$ cat config.mk
export PLATFORM = sky130hd
export DESIGN_NAME = bsg_gateway_wh_conc_arbiter_flat
export DESIGN_NICKNAME = d
export VERILOG_FILES = /design/src/rtl/bsg_gateway_wh_conc_arbiter_if.sv /design/src/rtl/bsg_gateway_wh_conc_arbiter.sv /design/src/flat_wrapper.sv
export SDC_FILE = /design/constraint.sdc
export NUM_CORES = 1
export LEC_CHECK = 0
export CAP_MARGIN = 25
export CORE_MARGIN = 2
export CORE_UTILIZATION = 32
export DETAILED_ROUTE_END_ITERATION = 6
export HOLD_SLACK_MARGIN = 0.1
export PLACE_DENSITY = 0.84
export SYNTH_ARGS = -nofsm -noshare
export SYNTH_HDL_FRONTEND = slang
export SYNTH_SLANG_ARGS = --single-unit
$ cat constraint.sdc
create_clock -name clk_i -period 4.6 [get_ports clk_i]
set_clock_uncertainty 0.2 [all_clocks]
set_input_delay 1.38 -clock clk_i [delete_from_list [all_inputs] [get_ports clk_i]]
set_output_delay 1.38 -clock clk_i [all_outputs]
set_load 0.02 [all_outputs]
$ cat src/rtl/bsg_gateway_wh_conc_arbiter_if.sv
// bsg_gateway_wh_conc_arbiter_if: request, response and error signals between the links and the concentrator
interface bsg_gateway_wh_conc_arbiter_if #(
  parameter int num_in_p = 4,
  parameter int flit_width_p = 32
);
  logic [num_in_p-1:0] in_v_i;
  logic [num_in_p-1:0][flit_width_p-1:0] in_data_i;
  logic [num_in_p-1:0] in_ready_and_o;
  logic out_v_o;
  logic [flit_width_p-1:0] out_data_o;
  logic out_ready_and_i;
  logic rsp_v_i;
  logic [flit_width_p-1:0] rsp_data_i;
  logic rsp_ready_and_o;
  logic [num_in_p-1:0] rsp_v_o;
  logic [flit_width_p-1:0] rsp_data_o;
  logic [num_in_p-1:0] rsp_ready_and_i;
  logic rsp_err_o;
  modport slave (
    input in_v_i, in_data_i, out_ready_and_i, rsp_v_i, rsp_data_i, rsp_ready_and_i,
    output in_ready_and_o, out_v_o, out_data_o, rsp_ready_and_o, rsp_v_o, rsp_data_o, rsp_err_o
  );
  modport master (
    output in_v_i, in_data_i, out_ready_and_i, rsp_v_i, rsp_data_i, rsp_ready_and_i,
    input in_ready_and_o, out_v_o, out_data_o, rsp_ready_and_o, rsp_v_o, rsp_data_o, rsp_err_o
  );
endinterface

$ cat src/rtl/bsg_gateway_wh_conc_arbiter.sv
// bsg_gateway_wh_conc_arbiter: packet-locked round-robin wormhole concentrator with cid-routed responses
module bsg_gateway_wh_conc_arbiter #(
  parameter int num_in_p = 4,
  parameter int flit_width_p = 32,
  parameter int cord_width_p = 5,
  parameter int len_width_p = 4,
  parameter int cid_width_p = 4
) (
  input logic clk_i,
  input logic reset_n_i,
  bsg_gateway_wh_conc_arbiter_if.slave io
);
  localparam int ptr_w = $clog2(num_in_p);
  localparam int len_lo = cord_width_p;
  localparam int cid_lo = cord_width_p + len_width_p;
  localparam logic [flit_width_p-1:0] cid_mask = flit_width_p'({cid_width_p{1'b1}}) << cid_lo;
  localparam logic [1:0] FWD_IDLE = 2'd0, FWD_HOLD = 2'd1, FWD_BODY = 2'd2;
  localparam logic [1:0] RSP_IDLE = 2'd0, RSP_BODY = 2'd1, RSP_DROP = 2'd2;
  logic [1:0] fwd_st, rsp_st;
  logic [ptr_w-1:0] rr_ptr, hold_g, rr_g, k, g, g_nxt, rsp_d, rd;
  logic [len_width_p-1:0] fwd_cnt, rsp_cnt, fwd_len, rsp_len;
  logic [cid_width_p-1:0] d;
  logic [flit_width_p-1:0] flit;
  logic hdr, fwd_xfer, bad, drop, rsp_xfer, rsp_err;
  always_comb begin
    rr_g = rr_ptr;
    k = '0;
    for (int i = num_in_p - 1; i >= 0; i--) begin
      k = ptr_w'((int'(rr_ptr) + i) % num_in_p);
      if (io.in_v_i[k]) rr_g = k;
    end
  end
  assign hdr = fwd_st != FWD_BODY;
  assign g = (fwd_st == FWD_IDLE) ? rr_g : hold_g;
  assign g_nxt = (int'(g) == num_in_p - 1) ? '0 : g + 1'b1;
  assign flit = io.in_data_i[g];
  assign fwd_len = flit[len_lo +: len_width_p];
  assign io.out_v_o = reset_n_i & ((fwd_st == FWD_IDLE) ? |io.in_v_i : io.in_v_i[g]);
  assign io.out_data_o = hdr ? (flit & ~cid_mask) | (flit_width_p'(g) << cid_lo) : flit;
  assign io.in_ready_and_o = (reset_n_i & io.out_ready_and_i) ? num_in_p'(1) << g : '0;
  assign fwd_xfer = io.out_v_o & io.out_ready_and_i;
  // hold_g doubles as the body lock, so one register covers both HOLD and BODY
  always_ff @(posedge clk_i or negedge reset_n_i)
    if (!reset_n_i) begin
      fwd_st <= FWD_IDLE;
      rr_ptr <= '0;
      hold_g <= '0;
      fwd_cnt <= '0;
    end else if (fwd_st == FWD_BODY) begin
      if (fwd_xfer) begin
        fwd_cnt <= fwd_cnt - 1'b1;
        if (fwd_cnt == len_width_p'(1)) fwd_st <= FWD_IDLE;
      end
    end else if (fwd_xfer) begin
      rr_ptr <= g_nxt;
      hold_g <= g;
      fwd_cnt <= fwd_len;
      fwd_st <= (fwd_len == '0) ? FWD_IDLE : FWD_BODY;
    end else if (io.out_v_o) begin
      hold_g <= g;
      fwd_st <= FWD_HOLD;
    end
  assign d = io.rsp_data_i[cid_lo +: cid_width_p];
  assign rsp_len = io.rsp_data_i[len_lo +: len_width_p];
  assign bad = int'(d) >= num_in_p;
  assign rd = (rsp_st == RSP_IDLE) ? d[ptr_w-1:0] : rsp_d;
  assign drop = (rsp_st == RSP_IDLE) ? bad : (rsp_st == RSP_DROP);
  assign io.rsp_v_o = (reset_n_i & io.rsp_v_i & ~drop) ? num_in_p'(1) << rd : '0;
  assign io.rsp_ready_and_o = reset_n_i & (drop | io.rsp_ready_and_i[rd]);
  assign io.rsp_data_o = io.rsp_data_i;
  assign io.rsp_err_o = rsp_err;
  assign rsp_xfer = io.rsp_v_i & io.rsp_ready_and_o;
  always_ff @(posedge clk_i or negedge reset_n_i)
    if (!reset_n_i) begin
      rsp_st <= RSP_IDLE;
      rsp_d <= '0;
      rsp_cnt <= '0;
      rsp_err <= 1'b0;
    end else if (rsp_st == RSP_IDLE) begin
      if (rsp_xfer) begin
        rsp_err <= rsp_err | bad;
        rsp_d <= rd;
        rsp_cnt <= rsp_len;
        if (rsp_len != '0) rsp_st <= bad ? RSP_DROP : RSP_BODY;
      end
    end else if (rsp_xfer) begin
      rsp_cnt <= rsp_cnt - 1'b1;
      if (rsp_cnt == len_width_p'(1)) rsp_st <= RSP_IDLE;
    end
endmodule

$ cat src/flat_wrapper.sv
// flat-port wrapper written by rule: the top's interface ports become plain ports
module bsg_gateway_wh_conc_arbiter_flat 
#(
  parameter int num_in_p = 4,
  parameter int flit_width_p = 32,
  parameter int cord_width_p = 5,
  parameter int len_width_p = 4,
  parameter int cid_width_p = 4
)
  (clk_i, reset_n_i, io_in_v_i, io_in_data_i, io_out_ready_and_i, io_rsp_v_i, io_rsp_data_i, io_rsp_ready_and_i, io_in_ready_and_o, io_out_v_o, io_out_data_o, io_rsp_ready_and_o, io_rsp_v_o, io_rsp_data_o, io_rsp_err_o);
  bsg_gateway_wh_conc_arbiter_if #(.num_in_p(num_in_p), .flit_width_p(flit_width_p)) io_i ();
  input logic clk_i;
  input logic reset_n_i;
  input wire logic [$bits(io_i.in_v_i)-1:0] io_in_v_i;
  input wire logic [$bits(io_i.in_data_i)-1:0] io_in_data_i;
  input wire logic [$bits(io_i.out_ready_and_i)-1:0] io_out_ready_and_i;
  input wire logic [$bits(io_i.rsp_v_i)-1:0] io_rsp_v_i;
  input wire logic [$bits(io_i.rsp_data_i)-1:0] io_rsp_data_i;
  input wire logic [$bits(io_i.rsp_ready_and_i)-1:0] io_rsp_ready_and_i;
  output wire logic [$bits(io_i.in_ready_and_o)-1:0] io_in_ready_and_o;
  output wire logic [$bits(io_i.out_v_o)-1:0] io_out_v_o;
  output wire logic [$bits(io_i.out_data_o)-1:0] io_out_data_o;
  output wire logic [$bits(io_i.rsp_ready_and_o)-1:0] io_rsp_ready_and_o;
  output wire logic [$bits(io_i.rsp_v_o)-1:0] io_rsp_v_o;
  output wire logic [$bits(io_i.rsp_data_o)-1:0] io_rsp_data_o;
  output wire logic [$bits(io_i.rsp_err_o)-1:0] io_rsp_err_o;
  assign io_i.in_v_i = io_in_v_i;
  assign io_i.in_data_i = io_in_data_i;
  assign io_i.out_ready_and_i = io_out_ready_and_i;
  assign io_i.rsp_v_i = io_rsp_v_i;
  assign io_i.rsp_data_i = io_rsp_data_i;
  assign io_i.rsp_ready_and_i = io_rsp_ready_and_i;
  assign io_in_ready_and_o = io_i.in_ready_and_o;
  assign io_out_v_o = io_i.out_v_o;
  assign io_out_data_o = io_i.out_data_o;
  assign io_rsp_ready_and_o = io_i.rsp_ready_and_o;
  assign io_rsp_v_o = io_i.rsp_v_o;
  assign io_rsp_data_o = io_i.rsp_data_o;
  assign io_rsp_err_o = io_i.rsp_err_o;
  bsg_gateway_wh_conc_arbiter #(.num_in_p(num_in_p), .flit_width_p(flit_width_p), .cord_width_p(cord_width_p), .len_width_p(len_width_p), .cid_width_p(cid_width_p)) u_core (.clk_i(clk_i), .reset_n_i(reset_n_i), .io(io_i));
endmodule
==> run_1/class_map.png <==
Drawn at 4 px/µm.
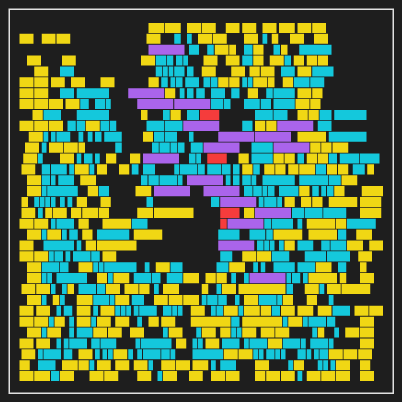
remaining buffers and delay cells -> yellow  # cells 278, share of their area 50%
remaining logic cells -> cyan  # cells 311, share of their area 41%
sequential cells -> purple  # cells 19, share of their area 8.6%
clock drivers and dummy loads -> red  # cells 4, share of their area 0.84%
core area: 8180 µm²
design area: 5670 µm²
fin util: 69.4%
register share of the cell area: 8.38%

==> run_1/congestion_map.png <==
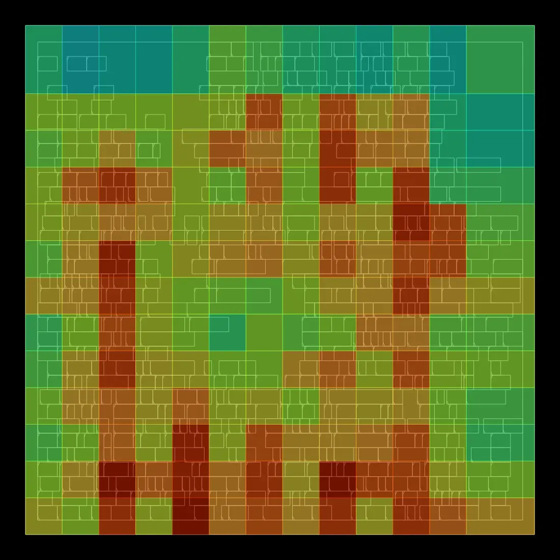
global route hottest layer: met2
wire per inst: 19.0 µm

==> run_1/m1.png <==
Drawn at 4 px/µm.
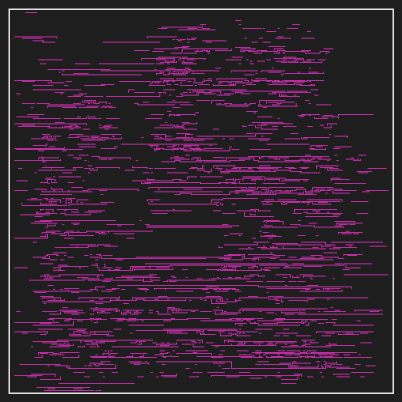
longest straight run = 35.4 µm
wire length on this layer = 4,920 µm
nets with wire on the layer = 671
GRT met1 Usage: 32.1%
drt total wl: 13,700 µm

==> results.cfg, run 1 <==
; physical design summary
[yosys]
simple_gate_area_share_pct = 34.3
async_reset_ff_share_pct = 100
numSynthFlops = 19
ys_sh_mux_pct = 10.8
edf_count = 0
synth_top_area_share_pct = 17.7
syn_area_per_cell_um2 = 6.99

[outcome]
violations = setup timing
status = complete, but fails checks

[setup_path]
r2r_cells = 24
arrival_ps = 3050
required_ps = 3020

[final_timing]
postLayoutSetupSlackWorst_ps = -30.6
hold_viol = 0
finalSetupViolations = 4
period_needed_ps = 4630

[global_route]
antenna_found_initial = 0
grt_pass1_wl_um = 19700

[min_path]
holdCritPathClass = flop to flop

[detailed_routing]
first_iter_violations = 183
drtPass1Iterations = 4

[finish]
inv_count = 9
seq_cells = 19

[clock_network]
cts_buffers = 3
clock.latency.late_pin_ps = 250

[floorplan]
pin_count = 247
rows = 33

[power]
power_density_nw_per_um2 = 801
p_seq_mw = 0.359
## run 1: repair_timing
item	CTS	global route
pin swaps	10	12
setup buffers	25	4
endpoints found under the setup margin	42	40
gates cloned	7	0
endpoints found under the hold margin	0	0
resized	242	63
## run 1: cells by family (layout without fill, tap and decap cells)
kind of cell               count (synthesis)  after routing
and+or+nand+nor                          198            198
AOI/OAI and AO/OA                         76             76
adders and majority gates                  8              8
muxes                                     20             20
DFF                                       19             19
buffers and inverters                     63            291
## run 1: through the flow
step / instance area [µm²] / power [mW]
3_5_place_dp: 5020 / 3.54
2_1_floorplan: 2830 / 2.15
3_3_place_gp: 5020 / 3.47
5_1_grt: 5670 / 4.80
4_1_cts: 5520 / 4.25
6_report: 5670 / 4.54
## run 1: flip-flops by register name (all words and copies together), names as in the netlist
register	flops
u_core.rr_ptr	2
u_core.fwd_cnt	4
u_core.rsp_d	2
u_core.fwd_st	2
u_core.rsp_st	2
u_core.hold_g	2
u_core.rsp_cnt	4
u_core.io.rsp_err_o	1
## run 1: placed cells by master, fill, tap and decap left out, types with 10 or more instances in the layout
cell type / netlist / routed
dfrtp_1: 19 / 19
a31oi_2: 0 / 18
nand2_1: 109 / 106
buf_6: 1 / 23
clkdlybuf4s50_1: 0 / 152
nor2_1: 15 / 15
o21ai_0: 12 / 10
buf_2: 5 / 11
and3_1: 29 / 20
buf_4: 32 / 70
## run 1: worst max-delay path, cell delays in order
cell	delay, ps
buf_2	100
nor2b_4	160
o221ai_4	140
o21ai_4	200
buf_12	150
buf_12	120
mux4_2	490
and2_4	170
buf_6	120
## run 1: routing by layer
layer | up-vias | GRT usage, % | wire [µm]
met5 | - | 0 | 0
met4 | 0 | 8.57 | 369
met3 | 38 | 10.0 | 1440
met2 | 211 | 49.1 | 6920
met1 | 1786 | 32.1 | 4920
li1 | 1792 | - | -
==> inputs of run 2 (changes only) <==
--- a/config.mk
+++ b/config.mk
@@ -5,8 +5,8 @@
 export SDC_FILE = /design/constraint.sdc
 export NUM_CORES = 1
 export LEC_CHECK = 0
-export CAP_MARGIN = 25
-export CORE_MARGIN = 2
+export CAP_MARGIN = 40
+export CORE_MARGIN = 4
 export CORE_UTILIZATION = 32
 export DETAILED_ROUTE_END_ITERATION = 6
 export HOLD_SLACK_MARGIN = 0.1
==> run_2/sizing.png <==
Drawn at 4 px/µm.
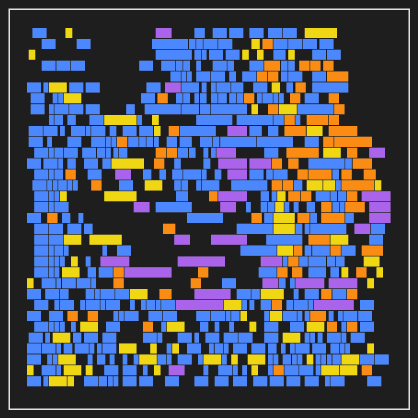
x2 -> yellow  # cells 70, share 12%
x1 and smaller -> blue  # cells 419, share 71%
x3 and x4 -> orange  # cells 76, share 13%
x6 and larger -> purple  # cells 29, share 4.9%
design area: 5330 µm²
Non-clock buffers: 261
P&R area growth vs syn: 98.6%
final worst setup slack: -32.5 ps

==> results.cfg, run 2 <==
; physical design summary
[detailed_routing]
dr_wl_met2_um = 6480
wl_met3_um = 954
detail_route.wl_per_cell_um = 17.7
drtPass1Iterations = 6
met1_length_um = 4540
first_iter_violations = 194
routed.top_layer = met4

[setup_path]
path_buffers = 3
path_max_fanout = 7
slowest_delay_ps = 510
r2r_cells = 10
timing.rr.start = u_core.rr_ptr[1]$_DFFE_PN0P_
start_kind = primary input
critPathTopFamily = multiplexers
crit_chain = buf_12 > mux2i_4 > o221ai_4 > o21ai_4 > buf_8 > mux4_2 > and2_4 > buf_6
cp-endpoint = io_out_data_o[12]
arrival_ps = 3050
r2r-end = u_core.rr_ptr[0]$_DFFE_PN0P_
critPathSlowestCell = mux4_2
required_ps = 3020

[global_route]
grt_use_met2_pct = 44.4
met3_usage_pct = 5.89
grt_pass1_wl_um = 19000
antenna_found_initial = 0

[yosys]
syn_area_per_cell_um2 = 6.99
edf_count = 0
async_reset_ff_share_pct = 100
numSynthFlops = 19
synth_top_area_share_pct = 17.7

[floorplan]
core_um2 = 8180
rows = 33
chip_area_um2 = 9920
fp_util_pct = 32.8
pin_count = 247

[finish]
fin_util_pct = 65.2
lay_top_cells = clkdlybuf4s50_1 (152), nand2_1 (109), buf_4 (54), and3_1 (28), buf_2 (22)
layout_top_cell = clkdlybuf4s50_1

[outcome]
status = complete, but fails checks
violations = setup timing

[final_timing]
postLayoutSetupSlackWorst_ps = -32.5
finalSetupViolations = 3
hold_viol = 0
period_needed_ps = 4630

[clock_network]
cts_buffers = 3
clock.latency.late_pin_ps = 250

[min_path]
holdCritPathClass = flop to flop
whs_path_depth = 1

[power]
power_density_nw_per_um2 = 745
==> run_2/m1.png <==
Drawn at 4 px/µm.
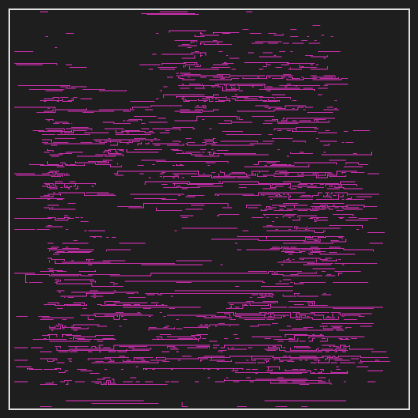
share of all routed wire = 37%
wire length on this layer = 4,540 µm
main direction = horizontal
nets with wire on the layer = 641
drt total wl: 12,400 µm
GRT met1 Usage: 25.3%

run 2: worst register-to-register path, cell delays in order (launching register included):
cell and delay (ps):
dfrtp_1 500, mux2i_4 310, o221ai_4 150, o21ai_4 260
inv_4 100, buf_12 160, mux2i_4 180, buf_4 140
a311oi_2 420, and2_4 240, mux2_4 300
run 2: through the flow:
stage	cells	area, µm²	setup TNS (ps)	power, mW	setup WS (ps)
2_1_floorplan	384	2830	0	2.15	13.1
3_3_place_gp	677	5000	-30050	3.44	-829
3_5_place_dp	677	5000	-34080	3.52	-960
4_1_cts	692	5200	-34.3	3.79	-34.3
5_1_grt	699	5330	-866	4.26	-84.8
6_report	699	5330	-34.8	3.97	-32.5
run 2: cells by family (layout without fill, tap and decap cells):
family                   after synthesis  after routing  synth area share, %
AND/OR/NAND/NOR                      198            198                 34.3
AND-OR/OR-AND                         76             76                 19.7
buffers and inverters                 63            273                 13.8
multiplexers                          20             20                 10.8
flip-flops                            19             19                 17.7
adder cells (fa/ha/maj)                8              8                 3.73
run 2: layout make-up:
| class | count | area [µm²] | area share (%) |
|---|---|---|---|
| Sequential cell | 19 | 475 | 8.92 |
| Multi-Input combinational cell | 302 | 2100 | 39.3 |
| Clock buffer | 4 | 45.0 | 0.845 |
| Inverter | 8 | 35.0 | 0.657 |
| Timing Repair Buffer | 261 | 2550 | 47.8 |
| Tap cell | 105 | 131 | 2.46 |
run 2: where the power goes:
group / internal [mW] / switching, mW / leakage [nW]
Sequential: 0.249 / 0.103 / 0.224
Clock: 0.0615 / 0.0557 / 0.0228
Combinational: 1.75 / 1.76 / 2.10
Total: 2.06 / 1.91 / 2.34
run 2: what timing repair did:
action	4_1_cts	5_1_grt
pin swaps	4	4
setup buffers	7	5
endpoints found under the setup margin	42	35
gates cloned	4	2
gates resized	206	44
Power and IR drop assume default switching activity.
